### Signal wires by layer, run 1

Bar = 20 um.
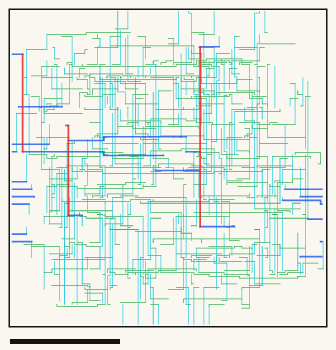
### Where the registers sit, run 1

Bar = 20 um.
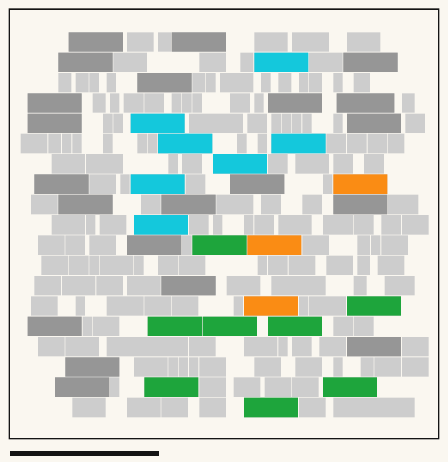
### A small window of the routed layout, run 1

Bar = 5 um. Window x 19 to 39, y 30 to 50 um. Cells in grey, sequential cells in the stronger grey; small squares are vias.
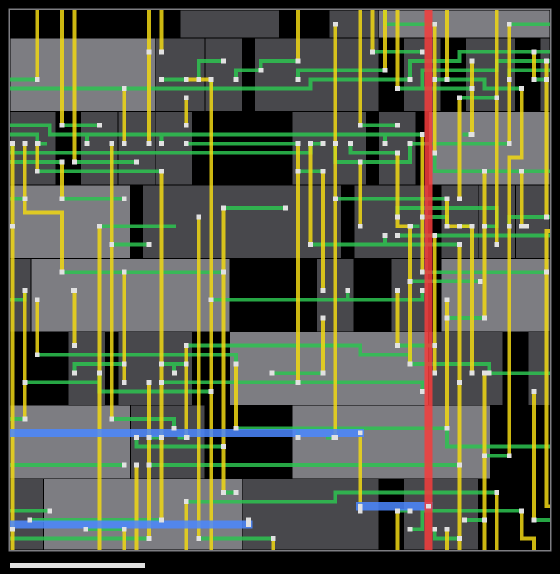
--- src/rtl/serial_adder.sv ---
// -----------------------------------------------------------------------------
// serial_adder
//
// Bit-serial unsigned adder. A start request in IDLE captures both operands.
// One sum bit is produced per cycle, LSB first, for WIDTH cycles. The result
// is then published on sum/carry, and done pulses for one cycle.
//
// Timing: start is accepted at edge N. The result is published on entry to
// DONE at edge N+WIDTH. done is high in the cycle that follows edge
// N+WIDTH+1. The FSM is already back in IDLE during that cycle, so a new start
// can be accepted while done is high. This gives one result every WIDTH+2
// cycles.
//
// Parameters
//   WIDTH   operand and sum width in bits (2..32)
//
// Ports
//   clk     sole clock, rising edge
//   rst     synchronous active-high reset
//   start   request an addition (accepted only in IDLE)
//   a, b    unsigned operands, captured on the accepting edge
//   busy    high while an addition is in progress (ADD and DONE states)
//   done    one-cycle pulse when sum/carry hold a new result
//   sum     (a + b) mod 2^WIDTH, held until the next result
//   carry   carry out of bit WIDTH-1
//   ovf     two's-complement overflow flag, present only when the macro
//           SERIAL_ADDER_OVF_EN is defined
// -----------------------------------------------------------------------------
module serial_adder #(
    parameter int WIDTH = 8
) (
    input  logic             clk,
    input  logic             rst,
    input  logic             start,
    input  logic [WIDTH-1:0] a,
    input  logic [WIDTH-1:0] b,
    output logic             busy,
    output logic             done,
    output logic [WIDTH-1:0] sum,
    output logic             carry
`ifdef SERIAL_ADDER_OVF_EN
    ,
    output logic             ovf
`endif
);

    localparam int CW = (WIDTH > 2) ? $clog2(WIDTH) : 1;

    typedef enum logic [1:0] {
        S_IDLE,
        S_ADD,
        S_DONE
    } state_e;

    state_e           state_q, state_d;
    logic [WIDTH-1:0] opa_q, opa_d;
    logic [WIDTH-1:0] opb_q, opb_d;
    // Holds the WIDTH-1 sum bits produced so far. The oldest bit sits at
    // index 0. The final bit is merged directly into sum.
    logic [WIDTH-2:0] acc_q, acc_d;
    logic             c_q, c_d;
    logic [CW-1:0]    cnt_q, cnt_d;
    logic [WIDTH-1:0] sum_q, sum_d;
    logic             carry_q, carry_d;
    logic             done_q, done_d;
`ifdef SERIAL_ADDER_OVF_EN
    // Operand sign bits, kept because the operand registers shift them out.
    logic             a_msb_q, a_msb_d;
    logic             b_msb_q, b_msb_d;
    logic             ovf_q, ovf_d;
`endif

    logic             bit_s;
    logic             cout_s;
    logic [WIDTH-1:0] merged_s;

    always_comb begin
        // NOTE: every signal written here gets a default first, so no path
        // leaves one unassigned and no latch is inferred.
        state_d  = state_q;
        opa_d    = opa_q;
        opb_d    = opb_q;
        acc_d    = acc_q;
        c_d      = c_q;
        cnt_d    = cnt_q;
        sum_d    = sum_q;
        carry_d  = carry_q;
        done_d   = 1'b0;
`ifdef SERIAL_ADDER_OVF_EN
        a_msb_d  = a_msb_q;
        b_msb_d  = b_msb_q;
        ovf_d    = ovf_q;
`endif

        // Full adder on the current LSBs.
        bit_s    = opa_q[0] ^ opb_q[0] ^ c_q;
        cout_s   = (opa_q[0] & opb_q[0]) | (c_q & (opa_q[0] ^ opb_q[0]));
        // New bit at the MSB end, on top of the bits collected so far.
        // On the last step this value is the complete sum.
        merged_s = {bit_s, acc_q};

        unique case (state_q)
            S_IDLE: begin
                if (start) begin
                    opa_d   = a;
                    opb_d   = b;
                    acc_d   = '0;
                    c_d     = 1'b0;
                    cnt_d   = '0;
`ifdef SERIAL_ADDER_OVF_EN
                    a_msb_d = a[WIDTH-1];
                    b_msb_d = b[WIDTH-1];
`endif
                    state_d = S_ADD;
                end
            end

            S_ADD: begin
                opa_d = opa_q >> 1;
                opb_d = opb_q >> 1;
                acc_d = merged_s[WIDTH-1:1];
                c_d   = cout_s;
                cnt_d = cnt_q + CW'(1);
                if (cnt_q == CW'(WIDTH - 1)) begin
                    // Last bit: publish the result on entry to DONE.
                    sum_d   = merged_s;
                    carry_d = cout_s;
`ifdef SERIAL_ADDER_OVF_EN
                    ovf_d   = (a_msb_q == b_msb_q) && (bit_s != a_msb_q);
`endif
                    state_d = S_DONE;
                end
            end

            S_DONE: begin
                done_d  = 1'b1;
                state_d = S_IDLE;
            end

            default: state_d = S_IDLE;
        endcase
    end

    // NOTE: state registers use non-blocking assignments only. Every flop
    // updates from the values present before the edge.
    always_ff @(posedge clk) begin
        if (rst) begin
            // NOTE: every register is cleared here, including the datapath.
            // No stale operands or partial sums survive a reset.
            state_q <= S_IDLE;
            opa_q   <= '0;
            opb_q   <= '0;
            acc_q   <= '0;
            c_q     <= 1'b0;
            cnt_q   <= '0;
            sum_q   <= '0;
            carry_q <= 1'b0;
            done_q  <= 1'b0;
`ifdef SERIAL_ADDER_OVF_EN
            a_msb_q <= 1'b0;
            b_msb_q <= 1'b0;
            ovf_q   <= 1'b0;
`endif
        end else begin
            state_q <= state_d;
            opa_q   <= opa_d;
            opb_q   <= opb_d;
            acc_q   <= acc_d;
            c_q     <= c_d;
            cnt_q   <= cnt_d;
            sum_q   <= sum_d;
            carry_q <= carry_d;
            done_q  <= done_d;
`ifdef SERIAL_ADDER_OVF_EN
            a_msb_q <= a_msb_d;
            b_msb_q <= b_msb_d;
            ovf_q   <= ovf_d;
`endif
        end
    end

    assign busy  = (state_q != S_IDLE);
    assign done  = done_q;
    assign sum   = sum_q;
    assign carry = carry_q;
`ifdef SERIAL_ADDER_OVF_EN
    assign ovf   = ovf_q;
`endif

endmodule

--- config.mk ---
export PLATFORM = sky130hd
export DESIGN_NAME = serial_adder
export DESIGN_NICKNAME = d
export VERILOG_FILES = /design/src/rtl/serial_adder.sv
export SDC_FILE = /design/constraint.sdc
export NUM_CORES = 1
export LEC_CHECK = 0
export CORE_UTILIZATION = 53
export CTS_BUF_LIST = sky130_fd_sc_hd__clkbuf_8
export CTS_CLUSTER_DIAMETER = 60
export DETAILED_ROUTE_END_ITERATION = 10
export PLACE_DENSITY = 0.8
export SLEW_MARGIN = 20
export SYNTH_ARGS = -nofsm -noshare
export SYNTH_HDL_FRONTEND = slang
export SYNTH_SLANG_ARGS = --single-unit
--- constraint.sdc ---
create_clock -name clk -period 1.41 [get_ports clk]
set_input_delay 0.141 -clock clk [delete_from_list [all_inputs] [get_ports clk]]
set_output_delay 0.141 -clock clk [all_outputs]
set_load 0.02 [all_outputs]
==> summary.txt, run 1 <==
run metrics: nature of the critical path endpoint=output pin, met1 global-route usage=0.266, worst slack after detailed placement=-0.223 ns, number of antenna violations at the first check in global routing=0, Power Sequential=1.18 mW, all-layer global routing usage=0.224, Comb group=0.276 mW, Synth Seq Share=0.481, number of DRC markers after the initial detailed-route iteration=76, Worst-path clk slew=0.07 ns, library cells used by synthesis=24, worst hold path endpoint=sum[0], count of pins over their slew limit=0, count of hold-fix buffers inserted at cts=0, reg2reg end=carry, instance count on the critical path=1, internal power=1.99 mW, top-area cell type share of the netlist area=0.481, power density cells=1210 mW/mm2, synthesized area per cell=9.96 um2, number of logic gates=110, die outline width=57.3 um, Syn Std Cell Area=0.00162 mm2, Critical Path AT=1.23 ns, count of endpoints failing hold in the final timing report=0, busiest grt layer=met2, Top Layer Used=met4, CTS tree=done, most used flip-flop cell after synthesis=dfxtp_1, cell type with the largest total area after synthesis=dfxtp_1, crit-path max FO=2, count of max-cap constraint violations=0, Met1 Routed Length=1.42 mm, largest delay contributor family on the critical path=buffers and inverters, I/O pin cnt=30, share of flip-flops with an asynchronous set or reset=0, Final Power=2.53 mW, standard cell area after detailed placement=0.00193 mm2, setup repair after global routing missed its margin=false, final cell utilization of the core=0.738, Post-Syn Instances=163, worst clock skew=0.00767 ns, Final min period=1.37 ns, core area=0.00283 mm2, met2 Track Usage GR=0.375, maximum clock rate=729 MHz, outcome=finished with violations, synthesis area per yosys=0.00162 mm2, Clock Tree Buf Depth=2, post-cts gate resize count=2, clock network share of area=0.0635, Min-Delay Startpoint=sum[0], part of the power in the clock network=0.426, startpoint-to-endpoint class of the critical path=reg2out, Port Buf Inserts=29, power dissipated in the clock network=1.08 mW, list of most frequent post-synthesis cells=dfxtp_1 (39), nor2_1 (27), nand2_1 (18), largest net degree at the start of global routing=27, total clock buffers created by CTS=5, fillers=216, proportion of layout cells with a drive suffix above 1=0.168, worst skew pair latency=0.29 ns, Max IR drop VDD=0.840 mV, OpenROAD warning count=26, non-clock buffer share of cell area=0.186, half-perimeter wire length of the detailed placement result=2.29 mm, average vias per placed instance=5.59, top cell type by instance count after synthesis=dfxtp_1, post-route non-filler standard cell count=227, Antenna Nets Post-Route=0, number of tapcells=31, area growth from synthesis to layout=28.6%, clock sink count=39, yosys warns=0, part of the total power dissipated in sequential elements=0.465, count of buffers added by post-CTS timing repair for setup=0, Root Buffer Master=clkbuf_8, synthesized net count=185, area used by sequential logic in the layout=782 um2, drt drc=1, antenna cell count=0, wire length of the first global-routing pass=5.46 mm, group drawing the most power=sequential cells, routability congestion estimate=0.752, TNS Setup=0 ns, data required time at the worst endpoint=1.27 ns, Inverters, non-clock=0, net switching power of the design=0.542 mW, fraction of area in registers=0.375, combinational cell fraction of total power=0.109, Combinational Area=746 um2, worst reg2reg startpoint=cnt_q[0], Setup crit start=sum[2], capture point of the critical path=sum[2], cell at the slowest stage of the critical path=clkdlybuf4s50_1, setup slack on the worst flop-to-flop path=0.13 ns, Slowest Stage Delay on Critical Path=0.61 ns, Met3 Routed Length=131 um, top cells by area=dfxtp_1 (48%), mux2i_1 (8.6%), a211oi_2 (7.7%), Finished Cell Area=0.00209 mm2, vias in the first global route=1262, kind of path behind the tightest hold check=reg2reg, reported leakage power=0.907 nW, clkbuf count=5, flip-flop and latch count after synthesis=39, Seq cells=39, share of the final layout cell area in multi-input gates=0.357, category of the worst setup path launch point=flip-flop, Crit path buffers/inverters=1, detailed-routed wire length on met2=1.64 mm, Cell Count Post-Placement=218, Final Hold Slack=0.452 ns, worst reg2reg path depth=5, number of placement rows=19, remaining max-slew budget at the tightest pin=0.679, met3 usage in global routing=0.0567, overflow left after global routing=0, share of the core filled by cells before placement=0.574, buffers outside the clock class=39, final worst path period share=0.973, count of library flops with an enable pin=0, Biggest Area Class=flip-flops and latches, level count of the clock H-tree=2, failing checks=DRC, iteration count of the initial detailed-routing pass=9, number of failing setup endpoints in the final timing report=0, cell total in the yosys stat output=163, worst-path cell chain=clkdlybuf4s50_1, nets@finish=217, switching share of power=0.214, WHS Path Cells=2, Final WS setup=0.0384 ns, die extent in y=57.3 um, transition time at the pin with the least slew margin=0.481 ns
Notes on 'Signal wires by layer' above:
colour	layer	wire length
red	metal 4	66.6 um
cyan	metal 2	1640 um
blue	metal 3	132 um
green	metal 1	1420 um
average detailed-routed wire length per instance: 14.3 um
detailed-route via count: 1268
Total Routed Length: 3.25 mm

Notes on 'Where the registers sit' above:
colour	netlist name	flops
cyan	`acc_q`	7
green	`opb_q`	8
orange	`cnt_q`	3

Notes on 'A small window of the routed layout' above:
colour	layer
blue	metal 3
red	metal 4
green	metal 1
yellow	metal 2
sequential cells in the window	9
netlist names of flops here include	`acc_q` (5), `sum` (2)
most frequent	dfxtp_1 (9), a22oi_1 (7), nand2_1 (7)
cells with their middle in the window	34

-- run 1: placed cells by master, fill, tap and decap left out, types with 9 or more instances in the layout --
cell type and count:
dfxtp_1 38, a21oi_1 11, mux2i_1 14, a22oi_1 10, a211oi_2 10, nor2_1 27
nand2_1 18, buf_4 9, clkdlybuf4s50_1 22
-- run 1: kinds of logic after synthesis --
kind of cell               synth area share
buffers and inverters                0.0624
adders and majority gates            0.0278
DFF                                   0.481
and+or+nand+nor                       0.140
AOI/OAI and AO/OA                     0.202
muxes                                0.0864
-- run 1: registers in the layout (all words and copies together) (netlist names) --
signal / cells
opa_q: 8
opb_q: 8
sum: 8
acc_q: 7
cnt_q: 3
state_q: 2
c_q: 1
carry: 1
done: 1
--- run 2 (diff from run 1) ---
Settings changed: CAP_MARGIN from default to 0.
### A small window of the routed layout, run 2

Bar = 5 um. Window x 19 to 39, y 30 to 50 um. Cells in grey, sequential cells in the stronger grey; small squares are vias.
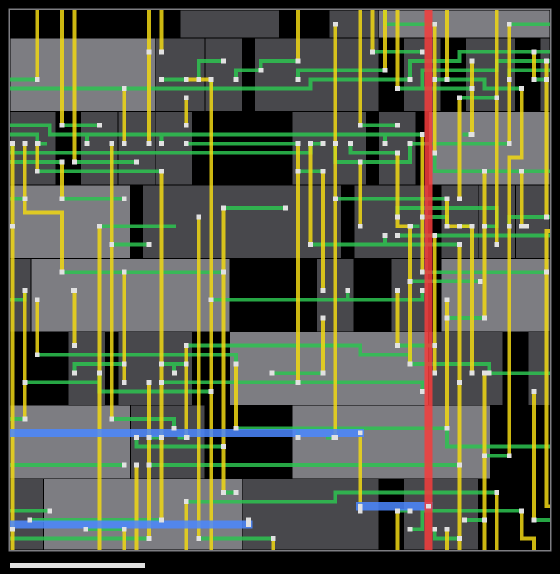
colour	layer
blue	metal 3
red	metal 4
green	metal 1
yellow	metal 2
sequential cells in the window	9
netlist names of flops here include	`acc_q` (5), `sum` (2)
cells with their middle in the window	34
most frequent	dfxtp_1 (9), a22oi_1 (7), nand2_1 (7)

==> run 2 against run 1 <==
Compared with the run above: the run still ends with DRC left; fmax unchanged; combinational power about the same; largest power group unchanged; register-to-register slack about the same; via count unchanged; sequential power about the same; clock skew unchanged; clock power about the same; global-route usage unchanged.
==> summary.txt, run 2 <==
run metrics: outcome=finished with violations, failing checks=DRC, Clock Tree Buf Depth=2, part of the total power dissipated in sequential elements=0.465, synthesis area per yosys=0.00162 mm2, worst reg2reg startpoint=cnt_q[0], fraction of area in registers=0.375, CTS tree=done, number of tapcells=31, Synth Seq Share=0.481, Inverters, non-clock=0, worst reg2reg path depth=5, clock network share of area=0.0635, list of most frequent post-synthesis cells=dfxtp_1 (39), nor2_1 (27), nand2_1 (18), Final WS setup=0.0384 ns, average vias per placed instance=5.59, TNS Setup=0 ns, Port Buf Inserts=29, post-route non-filler standard cell count=227, Worst-path clk slew=0.07 ns, average detailed-routed wire length per instance=14.3 um, worst-path cell chain=clkdlybuf4s50_1, most used flip-flop cell after synthesis=dfxtp_1, most instantiated logic cell after routing=dfxtp_1, top cells by area=dfxtp_1 (48%), mux2i_1 (8.6%), a211oi_2 (7.7%), Critical Path AT=1.23 ns, die outline width=57.3 um, number of placement rows=19, capture point of the critical path=sum[2], worst slack after detailed placement=-0.223 ns, worst hold path endpoint=sum[0], crit-path max FO=2, top cell type by instance count after synthesis=dfxtp_1, worst clock skew=0.00767 ns, clkbuf count=5, detailed-route via count=1268, setup repair after global routing missed its margin=false, level count of the clock H-tree=2, cell total in the yosys stat output=163, library cells used by synthesis=24, nets@finish=217, worst skew pair latency=0.29 ns, maximum clock rate=729 MHz, count of hold-fix buffers inserted at cts=0, Min-Delay Startpoint=sum[0], final worst path period share=0.973, WHS Path Cells=2, share of the core filled by cells before placement=0.574, Final min period=1.37 ns, Setup crit start=sum[2], count of endpoints failing hold in the final timing report=0, area growth from synthesis to layout=28.6%, cell type with the largest total area after synthesis=dfxtp_1, data required time at the worst endpoint=1.27 ns, proportion of layout cells with a drive suffix above 1=0.168, part of the power in the clock network=0.426, internal power=1.99 mW, Comb group=0.276 mW, synthesized area per cell=9.96 um2, remaining max-slew budget at the tightest pin=0.679, core area=0.00283 mm2, kind of path behind the tightest hold check=reg2reg, Combinational Area=746 um2, iteration count of the initial detailed-routing pass=9, net switching power of the design=0.542 mW, count of library flops with an enable pin=0, share of flip-flops with an asynchronous set or reset=0, fillers=216, met1 global-route usage=0.266, Final Power=2.53 mW, buffers outside the clock class=39, largest delay contributor family on the critical path=buffers and inverters, routability congestion estimate=0.752, top-area cell type share of the netlist area=0.481, clock sink count=39, reg2reg end=carry, post-cts gate resize count=2, Slowest Stage Delay on Critical Path=0.61 ns, startpoint-to-endpoint class of the critical path=reg2out, met3 usage in global routing=0.0567, all-layer global routing usage=0.224, Cell Count Post-Placement=218, half-perimeter wire length of the detailed placement result=2.29 mm, power dissipated in the clock network=1.08 mW, Syn Std Cell Area=0.00162 mm2, largest net degree at the start of global routing=27, Biggest Area Class=flip-flops and latches, transition time at the pin with the least slew margin=0.481 ns, Antenna Nets Post-Route=0, reported leakage power=0.907 nW, number of DRC markers after the initial detailed-route iteration=76, category of the worst setup path launch point=flip-flop, Post-Syn Instances=163, group drawing the most power=sequential cells, number of antenna violations at the first check in global routing=0, synthesized net count=185, setup slack on the worst flop-to-flop path=0.13 ns, antenna cell count=0, Final Hold Slack=0.452 ns, die extent in y=57.3 um, combinational cell fraction of total power=0.109, I/O pin cnt=30, count of max-cap constraint violations=0, nature of the critical path endpoint=output pin, met2 Track Usage GR=0.375, count of pins over their slew limit=0, number of failing setup endpoints in the final timing report=0, share of the final layout cell area in multi-input gates=0.357, number of logic gates=110, yosys warns=0, Finished Cell Area=0.00209 mm2, Crit path buffers/inverters=1, total clock buffers created by CTS=5, overflow left after global routing=0, drt drc=1, busiest grt layer=met2, instance count on the critical path=1
### Where the registers sit, run 2

Bar = 20 um.
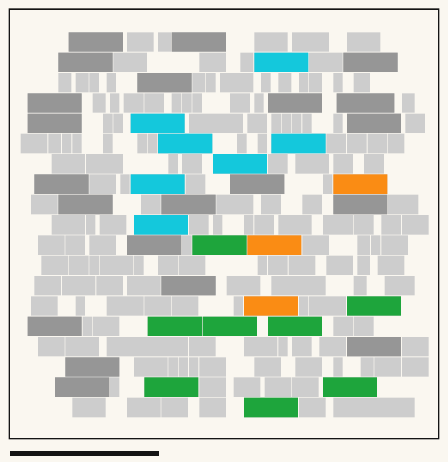
colour	netlist name	flops
green	`opb_q`	8
orange	`cnt_q`	3
cyan	`acc_q`	7
not coloured	21
area used by sequential logic in the layout: 782 um2
Power Sequential: 1.18 mW
final cell utilization of the core: 0.738

-- run 2: cell counts in the layout (fill, tap and decap cells not counted) --
Identical to the previous run, type by type.
-- run 2: cell families (layout without fill, tap and decap cells) --
| family | after synthesis | count (layout) | share of synthesized area |
|---|---|---|---|
| compound gates | 41 | 41 | 0.202 |
| mux | 14 | 14 | 0.0864 |
| fa+ha+maj | 3 | 3 | 0.0278 |
| simple gates | 52 | 52 | 0.140 |
| buf+inv | 14 | 47 | 0.0624 |
| flops | 39 | 39 | 0.481 |
-- run 2: metal layers --
metal / wire length (um) / vias to the layer above
met1: 1420 / 604
met5: 0 / -
li1: - / 631
met2: 1640 / 25
met4: 66 / 0
met3: 131 / 8
Power and IR drop assume default switching activity.
